**Run 1: I/O nets highlighted**

(10 px per um)
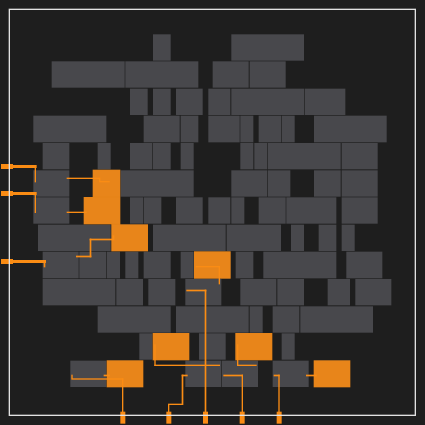
**Run 1: sequential cells colored by netlist name**

(6 px per um) Other sequential cells in the stronger gray, the rest of the logic in the fainter gray.
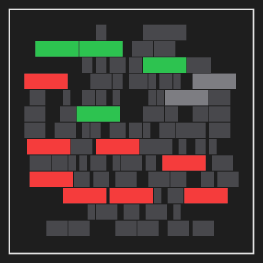
**Run 1: metal layers overlaid**

(10 px per um)
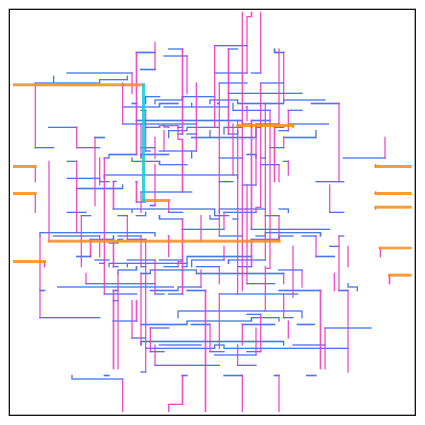
**Run 1: pin placement**

(6 px per um) Pins as bars across the die edge, other pins in gray.
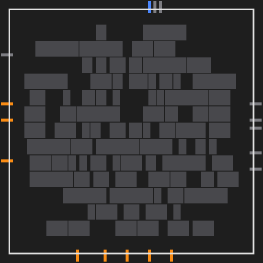
<file path="config.mk">
export PLATFORM = sky130hd
export DESIGN_NAME = bit_serializer_flat
export DESIGN_NICKNAME = d
export VERILOG_FILES = /design/src/rtl/bit_serializer_pkg.sv /design/src/rtl/bit_serializer_if.sv /design/src/rtl/bit_serializer.sv /design/src/flat_wrapper.sv
export SDC_FILE = /design/constraint.sdc
export NUM_CORES = 1
export LEC_CHECK = 0
export ABC_CLOCK_PERIOD_IN_PS = 3530
export CORE_MARGIN = 2
export CORE_UTILIZATION = 48
export CTS_CLUSTER_DIAMETER = 80
export DETAILED_ROUTE_END_ITERATION = 16
export GPL_TIMING_DRIVEN = 0
export PLACE_DENSITY = 0.82
export SETUP_SLACK_MARGIN = 0.5
export SKIP_CTS_REPAIR_TIMING = 1
export SLEW_MARGIN = 20
export SYNTH_ARGS = -nofsm -noshare
export SYNTH_HDL_FRONTEND = slang
export SYNTH_SLANG_ARGS = --single-unit
export TNS_END_PERCENT = 1
</file>
<file path="constraint.sdc">
create_clock -name clock -period 3.53 [get_ports clock]
set_input_delay 0.353 -clock clock [delete_from_list [all_inputs] [get_ports clock]]
set_output_delay 0.353 -clock clock [all_outputs]
set_load 0.02 [all_outputs]
</file>
<file path="src/rtl/bit_serializer_pkg.sv">
// Shared encodings and defaults for the bit serializer.
// The FSM benches import this package so they agree with the RTL.
package bit_serializer_pkg;

  localparam int SER_DEFAULT_WIDTH = 8;

  localparam logic SER_ENC_IDLE  = 1'b0;
  localparam logic SER_ENC_SHIFT = 1'b1;

  typedef enum logic {
    ST_IDLE  = SER_ENC_IDLE,
    ST_SHIFT = SER_ENC_SHIFT
  } ser_state_t;

  // Bits needed to hold a count from 0 up to and including width
  function automatic int ser_cnt_w(input int width);
    return $clog2(width + 1);
  endfunction

endpackage

</file>
<file path="src/rtl/bit_serializer_if.sv">
// Load/step handshake between an upstream word source, the serializer,
// and the downstream Moore FSM that consumes x_in.
interface bit_serializer_if
  import bit_serializer_pkg::*;
#(
  parameter int WIDTH = SER_DEFAULT_WIDTH
);

  logic             load_valid;
  logic [WIDTH-1:0] load_data;
  logic             load_ready;
  logic             step_en;
  logic             x_in;
  logic             x_valid;
  logic             busy;
  logic             done;

  modport master (
    output load_valid,
    output load_data,
    output step_en,
    input  load_ready,
    input  x_in,
    input  x_valid,
    input  busy,
    input  done
  );

  modport slave (
    input  load_valid,
    input  load_data,
    input  step_en,
    output load_ready,
    output x_in,
    output x_valid,
    output busy,
    output done
  );

endinterface

</file>
<file path="src/rtl/bit_serializer.sv">
// Parallel-to-serial driver for the x_in port of the 2-bit Moore FSMs.
// One word in flight at a time; the consumer paces each bit with step_en.
module bit_serializer
  import bit_serializer_pkg::*;
#(
  parameter int WIDTH     = SER_DEFAULT_WIDTH,
  parameter bit MSB_FIRST = 1'b0
) (
  input  logic            clock,
  input  logic            reset,
  bit_serializer_if.slave bus
);

  localparam int CNT_W = ser_cnt_w(WIDTH);

  localparam ser_state_t IDLE  = ST_IDLE;
  localparam ser_state_t SHIFT = ST_SHIFT;

  localparam logic [CNT_W-1:0] CNT_LOAD = CNT_W'(WIDTH);
  localparam logic [CNT_W-1:0] CNT_ONE  = CNT_W'(1);
  localparam logic [CNT_W-1:0] CNT_ZERO = '0;

  ser_state_t       r_state;
  logic [WIDTH-1:0] r_shreg;
  logic [CNT_W-1:0] r_cnt;
  logic             r_done;

  logic             w_out_bit;

  // Move every bit one place toward the output end, zero-filling behind
  function automatic logic [WIDTH-1:0] f_shift(input logic [WIDTH-1:0] v);
    if (MSB_FIRST)
      return {v[WIDTH-2:0], 1'b0};
    else
      return {1'b0, v[WIDTH-1:1]};
  endfunction

  // Decrement that saturates at zero
  function automatic logic [CNT_W-1:0] f_dec_sat(input logic [CNT_W-1:0] c);
    if (c == CNT_ZERO)
      return CNT_ZERO;
    else
      return c - CNT_ONE;
  endfunction

  always_ff @(posedge clock) begin
    if (reset) begin
      r_state <= IDLE;
      r_shreg <= '0;
      r_cnt   <= CNT_ZERO;
      r_done  <= 1'b0;
    end else begin
      r_done <= 1'b0;
      case (r_state)
        IDLE: begin
          if (bus.load_valid) begin
            r_shreg <= bus.load_data;
            r_cnt   <= CNT_LOAD;
            r_state <= SHIFT;
          end
        end
        SHIFT: begin
          // load_valid is deliberately not looked at here: no overwrite, no queue
          if (bus.step_en) begin
            r_shreg <= f_shift(r_shreg);
            r_cnt   <= f_dec_sat(r_cnt);
            if (r_cnt == CNT_ONE) begin
              r_state <= IDLE;
              r_done  <= 1'b1;
            end
          end
        end
        default: r_state <= IDLE;
      endcase
    end
  end

  // Outputs depend only on registered state, never on an input
  assign w_out_bit      = MSB_FIRST ? r_shreg[WIDTH-1] : r_shreg[0];
  assign bus.x_in       = (r_state == SHIFT) & w_out_bit;
  assign bus.x_valid    = (r_state == SHIFT);
  assign bus.busy       = (r_state == SHIFT);
  assign bus.load_ready = (r_state == IDLE);
  assign bus.done       = r_done;

endmodule

</file>
<file path="src/flat_wrapper.sv">
// flat-port wrapper written by rule: the top's interface ports become plain ports
module bit_serializer_flat import bit_serializer_pkg::*;
#(
  parameter int WIDTH     = SER_DEFAULT_WIDTH,
  parameter bit MSB_FIRST = 1'b0
)
  (clock, reset, bus_load_valid, bus_load_data, bus_step_en, bus_load_ready, bus_x_in, bus_x_valid, bus_busy, bus_done);
  bit_serializer_if #(.WIDTH(WIDTH)) bus_i ();
  input  logic clock;
  input  logic reset;
  input wire logic [$bits(bus_i.load_valid)-1:0] bus_load_valid;
  input wire logic [$bits(bus_i.load_data)-1:0] bus_load_data;
  input wire logic [$bits(bus_i.step_en)-1:0] bus_step_en;
  output wire logic [$bits(bus_i.load_ready)-1:0] bus_load_ready;
  output wire logic [$bits(bus_i.x_in)-1:0] bus_x_in;
  output wire logic [$bits(bus_i.x_valid)-1:0] bus_x_valid;
  output wire logic [$bits(bus_i.busy)-1:0] bus_busy;
  output wire logic [$bits(bus_i.done)-1:0] bus_done;
  assign bus_i.load_valid = bus_load_valid;
  assign bus_i.load_data = bus_load_data;
  assign bus_i.step_en = bus_step_en;
  assign bus_load_ready = bus_i.load_ready;
  assign bus_x_in = bus_i.x_in;
  assign bus_x_valid = bus_i.x_valid;
  assign bus_busy = bus_i.busy;
  assign bus_done = bus_i.done;
  bit_serializer #(.WIDTH(WIDTH), .MSB_FIRST(MSB_FIRST)) u_core (.clock(clock), .reset(reset), .bus(bus_i));
endmodule
</file>
==> ci_impl_report.md, run 1 <==
## Synthesis and layout report

| Metric | Value |
|---|---|
| Status | finished, final reports clean |
| Fin nets | ~100 |
| Non-filler instance count after layout | 102 |
| Metal3 WL | 66 um |
| Synthesized cell area | 638.1 um2 |
| Wire per inst | 11.23 um |
| Seq cells post-synth | 14 |
| DP HPWL | 870.6 um |
| Clock power frac | 31.9% |
| Tool warning count | 26 |
| GP Congestion | 0.7633 |
| Worst path cell trace | buf_6 -> buf_2 -> and2_1 -> clkdlybuf4s50_1 |
| Pwr dens | roughly 420 nW/um2 |
| Post-DRT Antenna Nets | 0 |
| Internal | 0.0002687 W |
| Switching share of power | roughly a quarter |
| Fin Setup TNS | 0 ns |
| Fin. Hold Viols | 0 |
| Max-slew violations | 0 |
| Yosys stat chip area | around 640 um2 |
| Area Growth Syn to Fin | 33.73% |
| Max Freq | ~0.46 GHz |
| Yosys Instances | 67 |
| Crit share post-route | 61.67% |
| Mapped Cells | 67 |
| Largest fanout on the critical path | 10 |
| Clk latency late pin | 0.28 ns |
| First-pass GRT wire length | slightly above 2000 um |
| Critical Setup Path Class | flip-flop to output port |
| Fin crit period | roughly 2.2 ns |
| GRT Total Usage | 19.22% |
| ANT cells | 0 |
| Die height | about 40 um |
| # rows | 13 |
| Die Size | 1637 um2 |
| CTS buffer count | 3 |
| Maximum root-to-sink buffer count | 2 |
| Worst path top cell family by delay | buffers and inverters |
| FF/Latch Area | between 200 and 300 um2 |
| Critical Path AT | 1.82 ns |
| Slowest cell delay on critical path | between 0.5 and 0.6 ns |
| Post-detailed-routing wire length | 1145 um |
| Synth Seq Share | 43.92% |
| Crit path capture type | output port |
| HP Class | flip-flop to flip-flop |
| Slew @ Worst Pin | 0.4470 ns |
| Most frequent cells in the layout | clkdlybuf4s50_1 (16), nor2_1 (14), dfxtp_1 (14) |
| CTS tree | done |
| Comb area | 321.6 um2 |
| # DRC | 0 |
Back to the opening pictures, 'I/O nets highlighted':
bus_load_data: drawn in orange, bits 8, direction input, edge 5 south, 3 west, end cells 8, buffers 8, wire 78.2 um.

Back to the opening pictures, 'sequential cells colored by netlist name':
u_core.r_shreg: drawn in red, placed flops 8. u_core.r_cnt: drawn in green, placed flops 4.

Back to the opening pictures, 'metal layers overlaid':
metal 3: drawn in orange, wire length 66.5 um. metal 2: drawn in magenta, wire length 524 um. metal 1: drawn in blue, wire length 544 um. metal 4: drawn in cyan, wire length 11.6 um.

Back to the opening pictures, 'pin placement':
bus_step_en: drawn in blue, pins 1, direction input, edge north. bus_load_data: drawn in orange, pins 8, direction input, edge 5 south, 3 west.

run 1: power groups by stage:
stage / Sequential [W] / Combinational, W / Clock (W)
after detailed placement: 0.000178 / 0.0000682 / 0
after global routing: 0.000176 / 0.0000760 / 0.000125
after CTS: 0.000175 / 0.0000687 / 0.000116
after global placement: 0.000178 / 0.0000673 / 0
final: 0.000175 / 0.0000682 / 0.000114
after floorplan: 0.000178 / 0.0000416 / 0
run 1: final timing paths:
kind	startpoint	to	depth (start not counted)	slack, ns
setup / recovery	u_core.bus.busy$_SDFF_PP0_	bus_x_in	4	1.35
setup reg to reg	u_core.bus.busy$_SDFF_PP0_	u_core.r_shreg[4]$_SDFFE_PP0P_	4	2.17
hold / removal	u_core.r_cnt[0]$_SDFFE_PP0P_	u_core.bus.done$_SDFF_PP0_	2	0.50
hold reg to reg	u_core.r_cnt[0]$_SDFFE_PP0P_	u_core.bus.done$_SDFF_PP0_	2	0.50
run 1: flip-flops by register name (all words and copies together) (netlist names):
name,flops
u_core.bus.busy,1
u_core.bus.done,1
u_core.r_cnt,4
u_core.r_shreg,8
run 1: cells by family (layout without fill, tap and decap cells):
group	count (synthesis)	after routing	synth area share, %
AND/OR/NAND/NOR	26	26	21.96
flip-flops	14	14	43.92
AND-OR/OR-AND	12	12	13.53
multiplexers	9	9	14.90
buffers and inverters	6	26	5.686
run 1: layout make-up:
class | count | share of cell area [%]
Buffer | 5 | 3.812
Sequential cell | 14 | 32.84
Inverter | 1 | 0.4399
Multi-Input combinational cell | 47 | 37.68
Timing Repair Buffer | 16 | 18.77
Tap cell | 15 | 2.199
Clock buffer | 4 | 4.252
run 1: cell usage after synthesis:
library cell	count	share of area, %
nor2b_1	1	0.98
nor3_1	3	2.4
nand3b_4	1	3.1
nand4_1	1	0.98
a211oi_1	7	8.2
or3_1	1	0.98
dfxtp_1	14	44
nor2_1	14	8.2
inv_2	1	0.59
and2_1	2	2.0
o211ai_1	1	1.2
a21oi_1	2	1.6
nand2b_1	1	0.98
buf_4	1	1.2
or4b_1	1	1.6
mux2i_1	8	13
clkbuf_1	1	0.59
buf_6	1	1.8
buf_2	2	1.6
a22oi_1	1	1.2
nand3_1	1	0.78
a2bb2oi_1	1	1.4
mux2_4	1	2.4
run 1: stage by stage:
step                      total power, W  instance area, um2  setup slack [ns]  utilization (%)  hold WS, ns
after global placement         0.0002452               817.0             1.671            64.40       0.4807
after detailed placement       0.0002467               817.0             1.656            64.40       0.4817
after floorplan                0.0002199               638.1             2.062                -       0.4258
after CTS                      0.0003598               853.3             1.336            67.26       0.4955
after global routing           0.0003771               853.3             1.251            67.26       0.5278
final                          0.0003569               853.3             1.353            67.26       0.4968
run 1: routing by layer:
layer | GRT usage [%] | vias up
met1 | 23.15 | 237
met4 | 7.500 | 0
met2 | 29.76 | 14
li1 | - | 281
met3 | 8.333 | 2
met5 | 0 | -
run 1: worst min-delay path, cell delays in order, from the launching register on:
cell,delay [ns]
dfxtp_1,0.34
nand4_1,0.09
nor2_1,0.04
==> inputs of run 2 (changes only) <==
--- a/config.mk
+++ b/config.mk
@@ -5,13 +5,13 @@
 export SDC_FILE = /design/constraint.sdc
 export NUM_CORES = 1
 export LEC_CHECK = 0
-export ABC_CLOCK_PERIOD_IN_PS = 3530
+export ABC_CLOCK_PERIOD_IN_PS = 2200
 export CORE_MARGIN = 2
-export CORE_UTILIZATION = 48
+export CORE_UTILIZATION = 45
 export CTS_CLUSTER_DIAMETER = 80
 export DETAILED_ROUTE_END_ITERATION = 16
 export GPL_TIMING_DRIVEN = 0
-export PLACE_DENSITY = 0.82
+export PLACE_DENSITY = 0.78
 export SETUP_SLACK_MARGIN = 0.5
 export SKIP_CTS_REPAIR_TIMING = 1
 export SLEW_MARGIN = 20
==> constraint.sdc (replaced) <==
create_clock -name clock -period 2.2 [get_ports clock]
set_input_delay 0.22 -clock clock [delete_from_list [all_inputs] [get_ports clock]]
set_output_delay 0.22 -clock clock [all_outputs]
set_load 0.02 [all_outputs]
**Run 2: I/O nets highlighted**

(10 px per um)
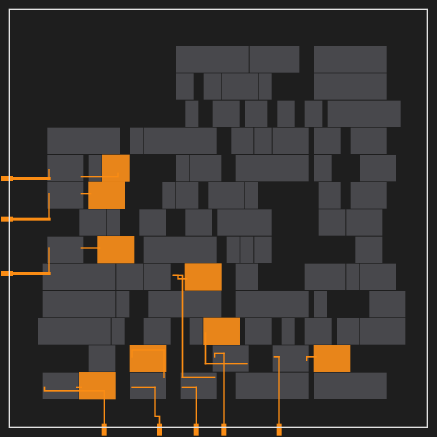
bus_load_data: drawn in orange, bits 8, direction input, edge 5 south, 3 west, end cells 8, buffers 8, wire 90.8 um.

==> run 2 against run 1 <==
Net effect:
- global-route usage down 3.4 points
- cell area is 0.59% higher
- sequential power is 61% higher
- critical path type unchanged
- largest cell class unchanged
- highest routed layer unchanged
==> ci_impl_report.md, run 2 <==
## Synthesis and layout report

| Metric | Value |
|---|---|
| Maximum root-to-sink buffer count | 2 |
| # DRC | 0 |
| HP Class | flip-flop to flip-flop |
| Endpoint of the worst hold-timing path | u_core.r_shreg[0]$_SDFFE_PP0P_ |
| Fin. Hold Viols | 0 |
| Synth cell count leaders | dfxtp_1 (14), nor2_1 (14), mux2i_1 (8), a211oi_1 (7), nor3_1 (3) |
| Pwr dens | 658.4 nW/um2 |
| Register-to-Register Setup Slack | 0.84 ns |
| Mux frac, synth | about 15% |
| Post-Synth XOR/XNOR Area | 0% |
| Internal | 0.0004313 W |
| Critical Setup Path Class | flip-flop to output port |
| Worst reg2reg path endpoint | u_core.r_shreg[4]$_SDFFE_PP0P_ |
| Total power | ~0.00057 W |
| Tool warning count | 27 |
| Routing usage on met3 | 4.783% |
| First-pass GRT wire length | 2125 um |
| Main logic family after synthesis | simple AND/OR/NAND/NOR gates |
| Fin nets | 100 |
| Final instance area | 858.3 um2 |
| Largest fanout on the critical path | 10 |
| Crit path capture type | output port |
| Yosys stat chip area | 638.1 um2 |
| Synth Seq Share | 43.92% |
| Status | finished, final reports clean |
| Largest reg by FF count | u_core.r_shreg |
| Die Size | between 1500 and 2000 um2 |
| Hold Crit Depth | 2 |
| M2 GR Usage | about a quarter |
| Clock power frac | 31.0% |
| AND/OR/NAND/NOR Cells, Area Fraction | between 20% and 30% |
| R2R Path Start | u_core.bus.busy$_SDFF_PP0_ |
| Slew @ Worst Pin | 0.4475 ns |
| Max Freq | 0.5512 GHz |
| Post-detailed-routing wire length | ~1200 um |
| Synthesized cell area | between 600 and 700 um2 |
| CTS buffer count | 3 |
| Critical Path AT | between 1.5 and 2 ns |
| Number of flip-flops in the largest register | 8 |
| EDFF count, synth | 0 |
| Max-slew violations | 0 |
==> run 2: worst max path at each step <==
| stage | from | slack (ns) | end |
|---|---|---|---|
| final | u_core.bus.busy$_SDFF_PP0_ | 0.39 | bus_load_ready |
| after detailed placement | u_core.bus.busy$_SDFF_PP0_ | 0.44 | bus_x_in |
| after CTS | u_core.bus.busy$_SDFF_PP0_ | 0.14 | bus_x_in |
| after global routing | u_core.bus.busy$_SDFF_PP0_ | 0.29 | bus_load_ready |
| after global placement | u_core.bus.busy$_SDFF_PP0_ | 0.47 | bus_x_in |
| after floorplan | u_core.bus.busy$_SDFF_PP0_ | 0.80 | u_core.r_cnt[2]$_SDFFE_PP0P_ |
==> run 2: cells by family (layout without fill, tap and decap cells) <==
family / Yosys count / count (layout)
and+or+nand+nor: 26 / 26
DFF: 14 / 14
muxes: 9 / 9
buffers and inverters: 6 / 26
AOI/OAI and AO/OA: 12 / 12
==> run 2: per-stage QoR <==
| stage | worst slack, ns | instances |
|---|---|---|
| after floorplan | 0.7980 | 67 |
| after global routing | 0.2880 | 102 |
| after CTS | 0.1359 | 102 |
| after global placement | 0.4721 | 98 |
| final | 0.3856 | 102 |
| after detailed placement | 0.4418 | 98 |
==> run 2: cell type report <==
| type | instances | area [um2] |
|---|---|---|
| well taps | 15 | 18.77 |
| flip-flops and latches | 14 | 280.3 |
| multi-input cells | 47 | 321.6 |
| repair buffers | 16 | 162.7 |
| inverters | 1 | 3.754 |
| plain buffers | 5 | 35.03 |
| fillers | 117 | 459.2 |
| clock buffers | 4 | 36.28 |
==> run 2: worst max-delay path, stage by stage, from the launching register on <==
cell	delay, ns
dfxtp_1	0.34
buf_6	0.14
clkbuf_4	0.20
inv_2	0.06
clkdlybuf4s50_1	0.58
==> run 2: per-layer routing <==
| metal | vias up | wire [um] |
|---|---|---|
| met2 | 15 | 520 |
| met4 | 0 | 23 |
| met5 | - | 0 |
| met1 | 232 | 584 |
| li1 | 277 | - |
| met3 | 4 | 61 |
==> run 2: power groups by stage <==
stage	sequential, W	combinational [W]	clock, W
floorplan	0.000286	0.0000668	0
detailed placement	0.000287	0.000110	0
global placement	0.000286	0.000108	0
global route	0.000282	0.000120	0.000198
CTS	0.000281	0.000110	0.000184
finish	0.000281	0.000109	0.000175
Power and IR drop assume default switching activity.
